File: config.mk
export PLATFORM = sky130hd
export DESIGN_NAME = twoscomp_arbiter
export DESIGN_NICKNAME = d
export VERILOG_FILES = /design/src/rtl/cpu_pkg.sv /design/src/rtl/neg_unit.sv /design/src/rtl/twoscomp_arbiter.sv
export SDC_FILE = /design/constraint.sdc
export NUM_CORES = 1
export LEC_CHECK = 0
export CAP_MARGIN = 25
export CORE_MARGIN = 10
export CORE_UTILIZATION = 39
export CTS_CLUSTER_SIZE = 20
export DETAILED_ROUTE_END_ITERATION = 10
export PLACE_DENSITY = 0.85
export SLEW_MARGIN = 25
export SYNTH_ARGS = -nofsm -noshare
export SYNTH_HDL_FRONTEND = slang
export SYNTH_HIERARCHICAL = 1
export SYNTH_SLANG_ARGS = --single-unit
File: constraint.sdc
create_clock -name CLK -period 1.4 [get_ports CLK]
set_input_delay 0.28 -clock CLK [delete_from_list [all_inputs] [get_ports CLK]]
set_output_delay 0.28 -clock CLK [all_outputs]
set_load 0.005 [all_outputs]
File: src/rtl/cpu_pkg.sv
// Shared processor constants: FSM state encoding and default datapath width.
package cpu_pkg;

  typedef enum logic [1:0] {
    IDLE    = 2'd0,
    COMPUTE = 2'd1,
    HOLD    = 2'd2
  } state_t;

  localparam int DEF_WIDTH = 8;

endpackage

File: src/rtl/neg_unit.sv
// Combinational 2's complement negation, y = ~a + 1 (mod 2^WIDTH).
module neg_unit import cpu_pkg::*; #(
  parameter int WIDTH = DEF_WIDTH
) (
  input  logic [WIDTH-1:0] a,
  output logic [WIDTH-1:0] y
);

  assign y = ~a + WIDTH'(1);

endmodule

File: src/rtl/twoscomp_arbiter.sv
// Arbitrates NREQ requesters onto one shared negation datapath; holds the tagged
// result until ACK. Define TWOSCOMP_ARB_RR_EN for round-robin, else fixed priority.
module twoscomp_arbiter import cpu_pkg::*; #(
  parameter int NREQ  = 4,
  parameter int WIDTH = DEF_WIDTH,
  parameter int IDW   = (NREQ > 1) ? $clog2(NREQ) : 1
) (
  input  logic                  CLK,
  input  logic                  RESET,
  input  logic [NREQ-1:0]       REQ,
  input  logic [NREQ*WIDTH-1:0] OPERAND,
  output logic [NREQ-1:0]       GNT,
  input  logic                  ACK,
  output logic [WIDTH-1:0]      RESULT,
  output logic                  RESULT_VALID,
  output logic [IDW-1:0]        RESULT_ID,
  output logic                  BUSY
);

  state_t                       state;
  logic [NREQ-1:0][WIDTH-1:0]   ops;
  logic [WIDTH-1:0]             op_q;
  logic [WIDTH-1:0]             neg;
  logic [IDW-1:0]               id_q;
  logic [IDW-1:0]               start;
  logic [IDW-1:0]               win_id;
  logic [IDW-1:0]               idx;
  logic [IDW:0]                 sum;
  logic                         win_found;
  logic                         window;
  logic                         take;

  assign ops = OPERAND;

`ifdef TWOSCOMP_ARB_RR_EN
  logic [IDW-1:0] ptr;
  logic [IDW-1:0] ptr_nxt;
  assign start   = ptr;
  assign ptr_nxt = (win_id == IDW'(NREQ - 1)) ? '0 : win_id + IDW'(1);
`else
  assign start = '0;
`endif

  // Scan from start, wrapping modulo NREQ; first requester found wins.
  always_comb begin
    win_found = 1'b0;
    win_id    = '0;
    sum       = '0;
    idx       = '0;
    for (int k = 0; k < NREQ; k++) begin
      sum = {1'b0, start} + (IDW+1)'(k);
      if (sum >= (IDW+1)'(NREQ)) sum = sum - (IDW+1)'(NREQ);
      idx = sum[IDW-1:0];
      if (!win_found && REQ[idx]) begin
        win_found = 1'b1;
        win_id    = idx;
      end
    end
  end

  assign window = (state == IDLE) || ((state == HOLD) && ACK);
  assign take   = window && win_found;

  always_comb begin
    GNT = '0;
    if (take && !RESET) GNT[win_id] = 1'b1;
  end

  assign BUSY = (state != IDLE);

  neg_unit #(.WIDTH(WIDTH)) u_neg (
    .a (op_q),
    .y (neg)
  );

  always_ff @(posedge CLK or posedge RESET) begin
    if (RESET) begin
      state        <= IDLE;
      op_q         <= '0;
      id_q         <= '0;
      RESULT       <= '0;
      RESULT_VALID <= 1'b0;
      RESULT_ID    <= '0;
`ifdef TWOSCOMP_ARB_RR_EN
      ptr          <= '0;
`endif
    end else begin
      case (state)
        IDLE: begin
          if (take) begin
            op_q  <= ops[win_id];
            id_q  <= win_id;
            state <= COMPUTE;
          end
        end
        COMPUTE: begin
          RESULT       <= neg;
          RESULT_VALID <= 1'b1;
          RESULT_ID    <= id_q;
          state        <= HOLD;
        end
        HOLD: begin
          if (ACK) begin
            RESULT_VALID <= 1'b0;
            if (take) begin
              op_q  <= ops[win_id];
              id_q  <= win_id;
              state <= COMPUTE;
            end else begin
              state <= IDLE;
            end
          end
        end
        default: state <= IDLE;
      endcase
`ifdef TWOSCOMP_ARB_RR_EN
      if (take) ptr <= ptr_nxt;
`endif
    end
  end

endmodule
**Run 1: logic cells by family**

The bar under the picture is 20 um long.
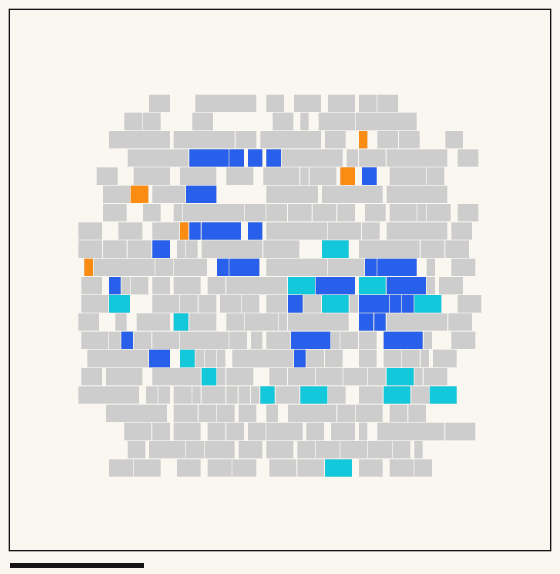
color	family	cells
cyan	AND and OR gates	15
blue	inverting AOI/OAI gates	28
orange	inverters	5

**Run 1: wiring by layer**

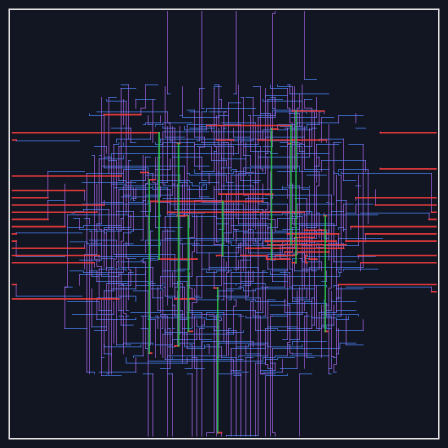
color	layer	wire length
red	metal 3	543 um
green	metal 4	251 um
blue	metal 1	2250 um
purple	metal 2	3100 um
final WL: 6150 um
Vias: 1693
GRT Util Overall: 17.9%
Wirelength per Cell: 20.6 um

**Run 1: clock nets**

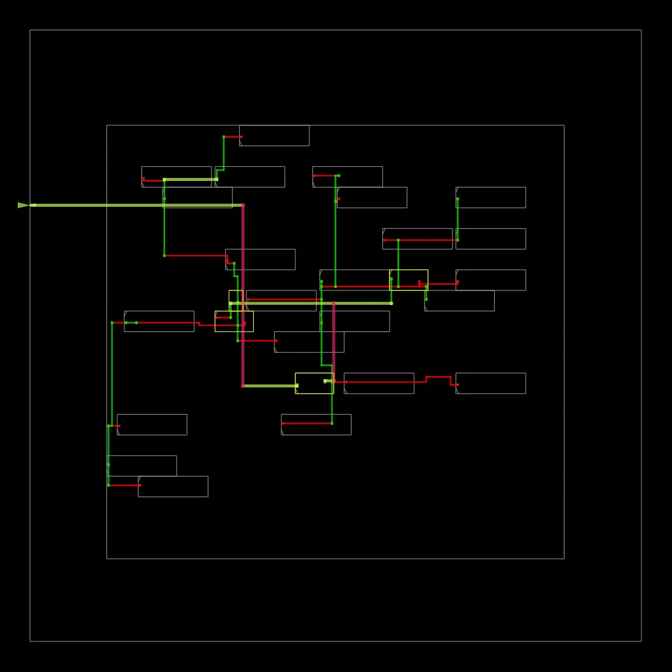
Flops: 23
number of buffers created by CTS: 3
Worst-Skew Late Latency: 0.27 ns
Power Clock: 421 uW
clkbuf count: 3

run 1: cell families (layout without fill, tap and decap cells):
logic type                 count (synthesis)  in the layout
AOI/OAI and AO/OA                         38             38
adders and majority gates                  1              1
buffers and inverters                     16            120
DFF                                       23             23
and+or+nand+nor                           53             55
xor gates and xnor gates                   6              6
muxes                                     10             10
run 1: state kept, by name, summed over array words and instances, names as in the netlist:
signal	flops
RESULT	8
RESULT_ID	2
RESULT_VALID	1
id_q	2
op_q	8
state	2
run 1: area by class of cell:
type / instances / area, um^2 / share of cell area, %
repair buffers: 111 / 1060 / 38.9
multi-input cells: 110 / 965 / 35.3
flip-flops and latches: 23 / 576 / 21.1
well taps: 46 / 57.6 / 2.11
clock buffers: 3 / 41.3 / 1.51
inverters: 5 / 25.0 / 0.917
clock inverters: 1 / 5.00 / 0.183
==> flow_summary.json, run 1 <==
{
  "pin_count": 55,
  "ys.warnings.count": 6,
  "top_cell_area_share_pct": 40.2,
  "critPathLaunch": "op_q[0]$_DFFE_PP0P_",
  "yosys.area_share.aoi_pct": 19.0,
  "status": "complete, but fails checks",
  "most_common_cell": "dfrtp_1",
  "post_cts.repair.setup_buffers": 22,
  "seq_cell_power_mw": 1.28,
  "peakVddDrop_mv": 1.30,
  "met2_usage_pct": 30.0,
  "ys_seq_share_pct": 40.2,
  "comb_power_share_pct": 64.2,
  "warning_count": 29,
  "wl_met3_um": 542,
  "synthXorXnorAreaFrac_pct": 3.67,
  "busiest_layer": "met2",
  "antenna_found_initial": 0,
  "drtIter0Drc": 206,
  "reg2reg_from": "op_q[0]$_DFFE_PP0P_",
  "violations": "negative setup slack",
  "layout_setup_ws_ns": -0.231,
  "common_cells": "dfrtp_1 (23), nand2_1 (16), a31oi_1 (10), mux2_2 (10), a21o_1 (9)",
  "end_kind": "flip-flop",
  "synthCells": 147,
  "power_frac_seq_pct": 27.0,
  "dpl_worst_slack_ns": -0.752,
  "synthesis.nets": 187,
  "p_switching_mw": 1.72,
  "topRoutingLayerUsed": "met4",
  "n_antenna_cell": 0,
  "required_ns": 1.56,
  "cp_slowest_cell": "or4_4",
  "clock-sinks": 23,
  "cts_root_buf": "clkbuf_8",
  "fin_crit_sh_pct": 116,
  "clockBufferDepth": 2,
  "internal_power_mw": 3.02,
  "placed_cell_area_um2": 2200,
  "whs_ns": 0.148,
  "synth_area_leader_cell": "dfrtp_1",
  "coreArea_um2": 3440,
  "relSlewSlack_pct": 82.5,
  "use_met1_pct": 19.7,
  "cp_top_family": "simple AND/OR/NAND/NOR gates",
  "tightestPinTransition_ns": 0.262,
  "drcViolationCount": 0,
  "grt_max_degree": 20,
  "swShare_pct": 36.3,
  "setup_viol": 21,
  "ys_sh_mux_pct": 7.87,
  "pg_comb_mw": 3.04,
  "grtUsageMet3_pct": 5.90,
  "post-route-util_pct": 79.3,
  "hp-class": "in -> async",
  "initial_core_util_pct": 41.5,
  "die_h_um": 80.6,
  "leakagePower_nw": 1.19,
  "power_density_nw_per_um2": 1740,
  "cts_tree": "yes",
  "lay_top_count": "buf_4",
  "rsz0062_at_grt": "yes",
  "fin_nets": 294,
  "io_buffer_count": 54,
  "hold_violations": 0,
  "grt_pass1_vias": 1761,
  "power.total_mw": 4.74
}
==> run 1 -> run 2 <==
--- a/config.mk
+++ b/config.mk
@@ -10,6 +10,7 @@
 export CORE_UTILIZATION = 39
 export CTS_CLUSTER_SIZE = 20
 export DETAILED_ROUTE_END_ITERATION = 10
+export GPL_ROUTABILITY_DRIVEN = 0
 export PLACE_DENSITY = 0.85
 export SLEW_MARGIN = 25
 export SYNTH_ARGS = -nofsm -noshare
**Run 2: clock nets**

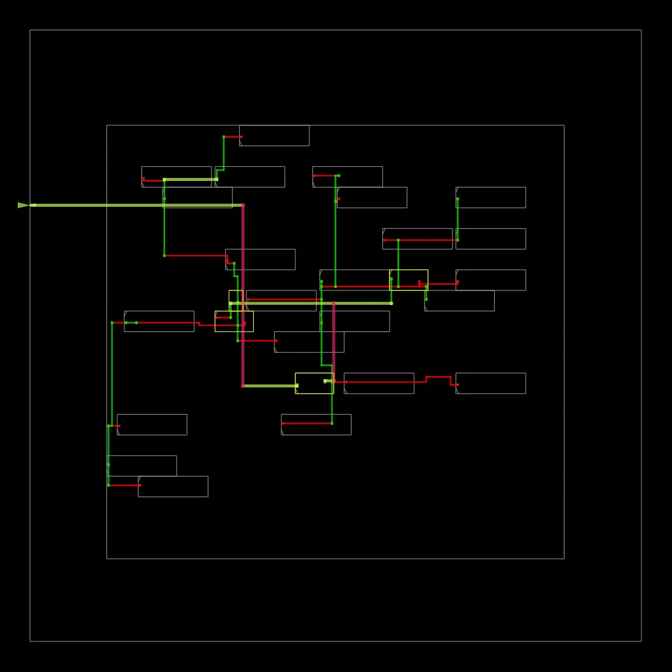
TritonCTS Sinks: 23
clk_skew: 0.00563 ns

==> flow_summary.json, run 2 <==
{
  "regArea_um2": 576,
  "p_switching_mw": 1.72,
  "antenna_found_initial": 0,
  "initial_core_util_pct": 41.5,
  "comb.multi_input.count": 110,
  "post-route-util_pct": 79.3,
  "seq_cells": 23,
  "top_cell_area_share_pct": 40.2,
  "vias": 1693,
  "status": "complete, but fails checks",
  "grt_max_degree": 20,
  "die_h_um": 80.6,
  "via_per_inst": 5.66,
  "fin_nets": 294,
  "hold_violations": 0,
  "clk_share_pct": 1.70,
  "cp_top_family": "simple AND/OR/NAND/NOR gates",
  "ys.warnings.count": 6,
  "grt_pass1_vias": 1761,
  "end_kind": "flip-flop",
  "finalWirelength_um": 6150,
  "seq_cell_power_mw": 1.28,
  "nonClkBufAreaFrac_pct": 38.9,
  "clock_latency_ns": 0.27,
  "yosys.area_share.aoi_pct": 19.0,
  "most_common_cell": "dfrtp_1",
  "buffers_excl_clock": 111,
  "synthesis.nets": 187,
  "common_cells": "dfrtp_1 (23), nand2_1 (16), a31oi_1 (10), mux2_2 (10), a21o_1 (9)",
  "sh_seq_area_pct": 21.1,
  "swShare_pct": 36.3,
  "nClkBuffers": 3,
  "rsz0062_at_grt": "yes",
  "io_buffer_count": 54,
  "grt.total_usage_pct": 17.9,
  "largestRegisters": "RESULT x8, op_q x8",
  "drtIter0Drc": 206,
  "layout_setup_ws_ns": -0.231,
  "fin_crit_sh_pct": 116,
  "ys_seq_share_pct": 40.2,
  "comb_power_share_pct": 64.2,
  "setup_viol": 21,
  "cts_root_buf": "clkbuf_8",
  "coreArea_um2": 3440,
  "reg2reg_from": "op_q[0]$_DFFE_PP0P_",
  "n_antenna_cell": 0,
  "power_frac_seq_pct": 27.0,
  "violations": "negative setup slack",
  "synth_area_leader_cell": "dfrtp_1",
  "hp-class": "in -> async",
  "required_ns": 1.56,
  "critPathLaunch": "op_q[0]$_DFFE_PP0P_",
  "warning_count": 29,
  "tightestPinTransition_ns": 0.262,
  "drcViolationCount": 0,
  "synthCells": 147,
  "pin_count": 55,
  "placed_cell_area_um2": 2200,
  "avgRoutedWirePerCell_um": 20.6,
  "p_clk_uw": 421,
  "num_tap_cells": 46,
  "dpl_worst_slack_ns": -0.752,
  "cts_buffers": 3,
  "whs_ns": 0.148,
  "power.total_mw": 4.74
}
[run 2: cell counts in the layout (fill, tap and decap cells not counted)]
No cell type changed its count.
[run 2: kinds of logic (layout without fill, tap and decap cells)]
kind of cell | after synthesis | count (layout)
buf+inv | 16 | 120
mux | 10 | 10
flops | 23 | 23
fa+ha+maj | 1 | 1
xor+xnor | 6 | 6
compound gates | 38 | 38
simple gates | 53 | 55
[run 2: routing by layer]
metal  wire, um  global-route usage (%)
met4        250                    8.63
met3        542                    5.90
met2       3100                    30.0
met1       2250                    19.7
met5          0                       0
[run 2: repair_timing]
item | CTS | global route
pin swaps | 10 | 14
setup endpoints to repair | 34 | 23
cloned | 4 | 0
buffers inserted | 22 | 10
gates resized | 80 | 30
==> run 2 -> run 3 <==
--- a/config.mk
+++ b/config.mk
@@ -8,6 +8,7 @@
 export CAP_MARGIN = 25
 export CORE_MARGIN = 10
 export CORE_UTILIZATION = 39
+export CTS_CLUSTER_DIAMETER = 30
 export CTS_CLUSTER_SIZE = 20
 export DETAILED_ROUTE_END_ITERATION = 10
 export GPL_ROUTABILITY_DRIVEN = 0
**Run 3: wiring by layer**

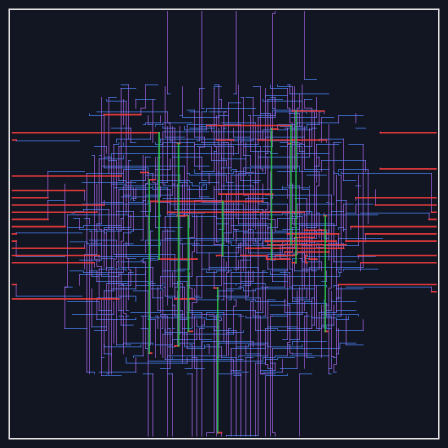
color	layer	wire length
red	metal 3	543 um
green	metal 4	251 um
blue	metal 1	2250 um
purple	metal 2	3100 um

==> flow_summary.json, run 3 <==
{
  "initial_core_util_pct": 41.5,
  "placed_cell_area_um2": 2200,
  "comb_share_pct": 35.3,
  "synthesis.nets": 187,
  "hp-class": "in -> async",
  "peakVddDrop_mv": 1.30,
  "die_h_um": 80.6,
  "via_per_inst": 5.66,
  "met2_usage_pct": 30.0,
  "buffers_excl_clock": 111,
  "clock_latency_ns": 0.27,
  "cts_buffers": 3,
  "layout_setup_ws_ns": -0.231,
  "grt.total_usage_pct": 17.9,
  "top_cell_area_share_pct": 40.2,
  "fin_crit_sh_pct": 116,
  "io_buffer_count": 54,
  "clock-sinks": 23,
  "setup_viol": 21,
  "coreArea_um2": 3440,
  "grt_max_degree": 20,
  "pin_count": 55,
  "num_tap_cells": 46,
  "critPathLaunch": "op_q[0]$_DFFE_PP0P_",
  "leakagePower_nw": 1.19,
  "busiest_layer": "met2",
  "ys.warnings.count": 6,
  "violations": "negative setup slack",
  "ys_seq_share_pct": 40.2,
  "seq_cells": 23,
  "relSlewSlack_pct": 82.5,
  "required_ns": 1.56,
  "nClkBuffers": 3,
  "ys_sh_mux_pct": 7.87,
  "most_common_cell": "dfrtp_1",
  "status": "complete, but fails checks",
  "post-route-util_pct": 79.3,
  "whs_ns": 0.148,
  "rsz0062_at_grt": "yes"
}
==> run 3: cell counts in the layout (fill, tap and decap cells not counted) <==
No cell type changed its count.
==> run 3: cells by family after synthesis <==
family,after synthesis
compound gates,38
xor+xnor,6
fa+ha+maj,1
buf+inv,16
flops,23
mux,10
simple gates,53
==> run 3: what timing repair did <==
action | CTS | global route
gates resized | 80 | 30
pin swaps | 10 | 14
buffers inserted | 22 | 10
setup endpoints to repair | 34 | 23
cloned | 4 | 0
==> run 3: where the power goes <==
| group | switching (mW) | leakage (nW) | internal, mW |
|---|---|---|---|
| clock network | 0.222 | 0.0255 | 0.199 |
| registers | 0.267 | 0.269 | 1.01 |
| logic | 1.23 | 0.895 | 1.81 |
| total | 1.72 | 1.19 | 3.02 |
Power is estimated from default activity; no workload was simulated.
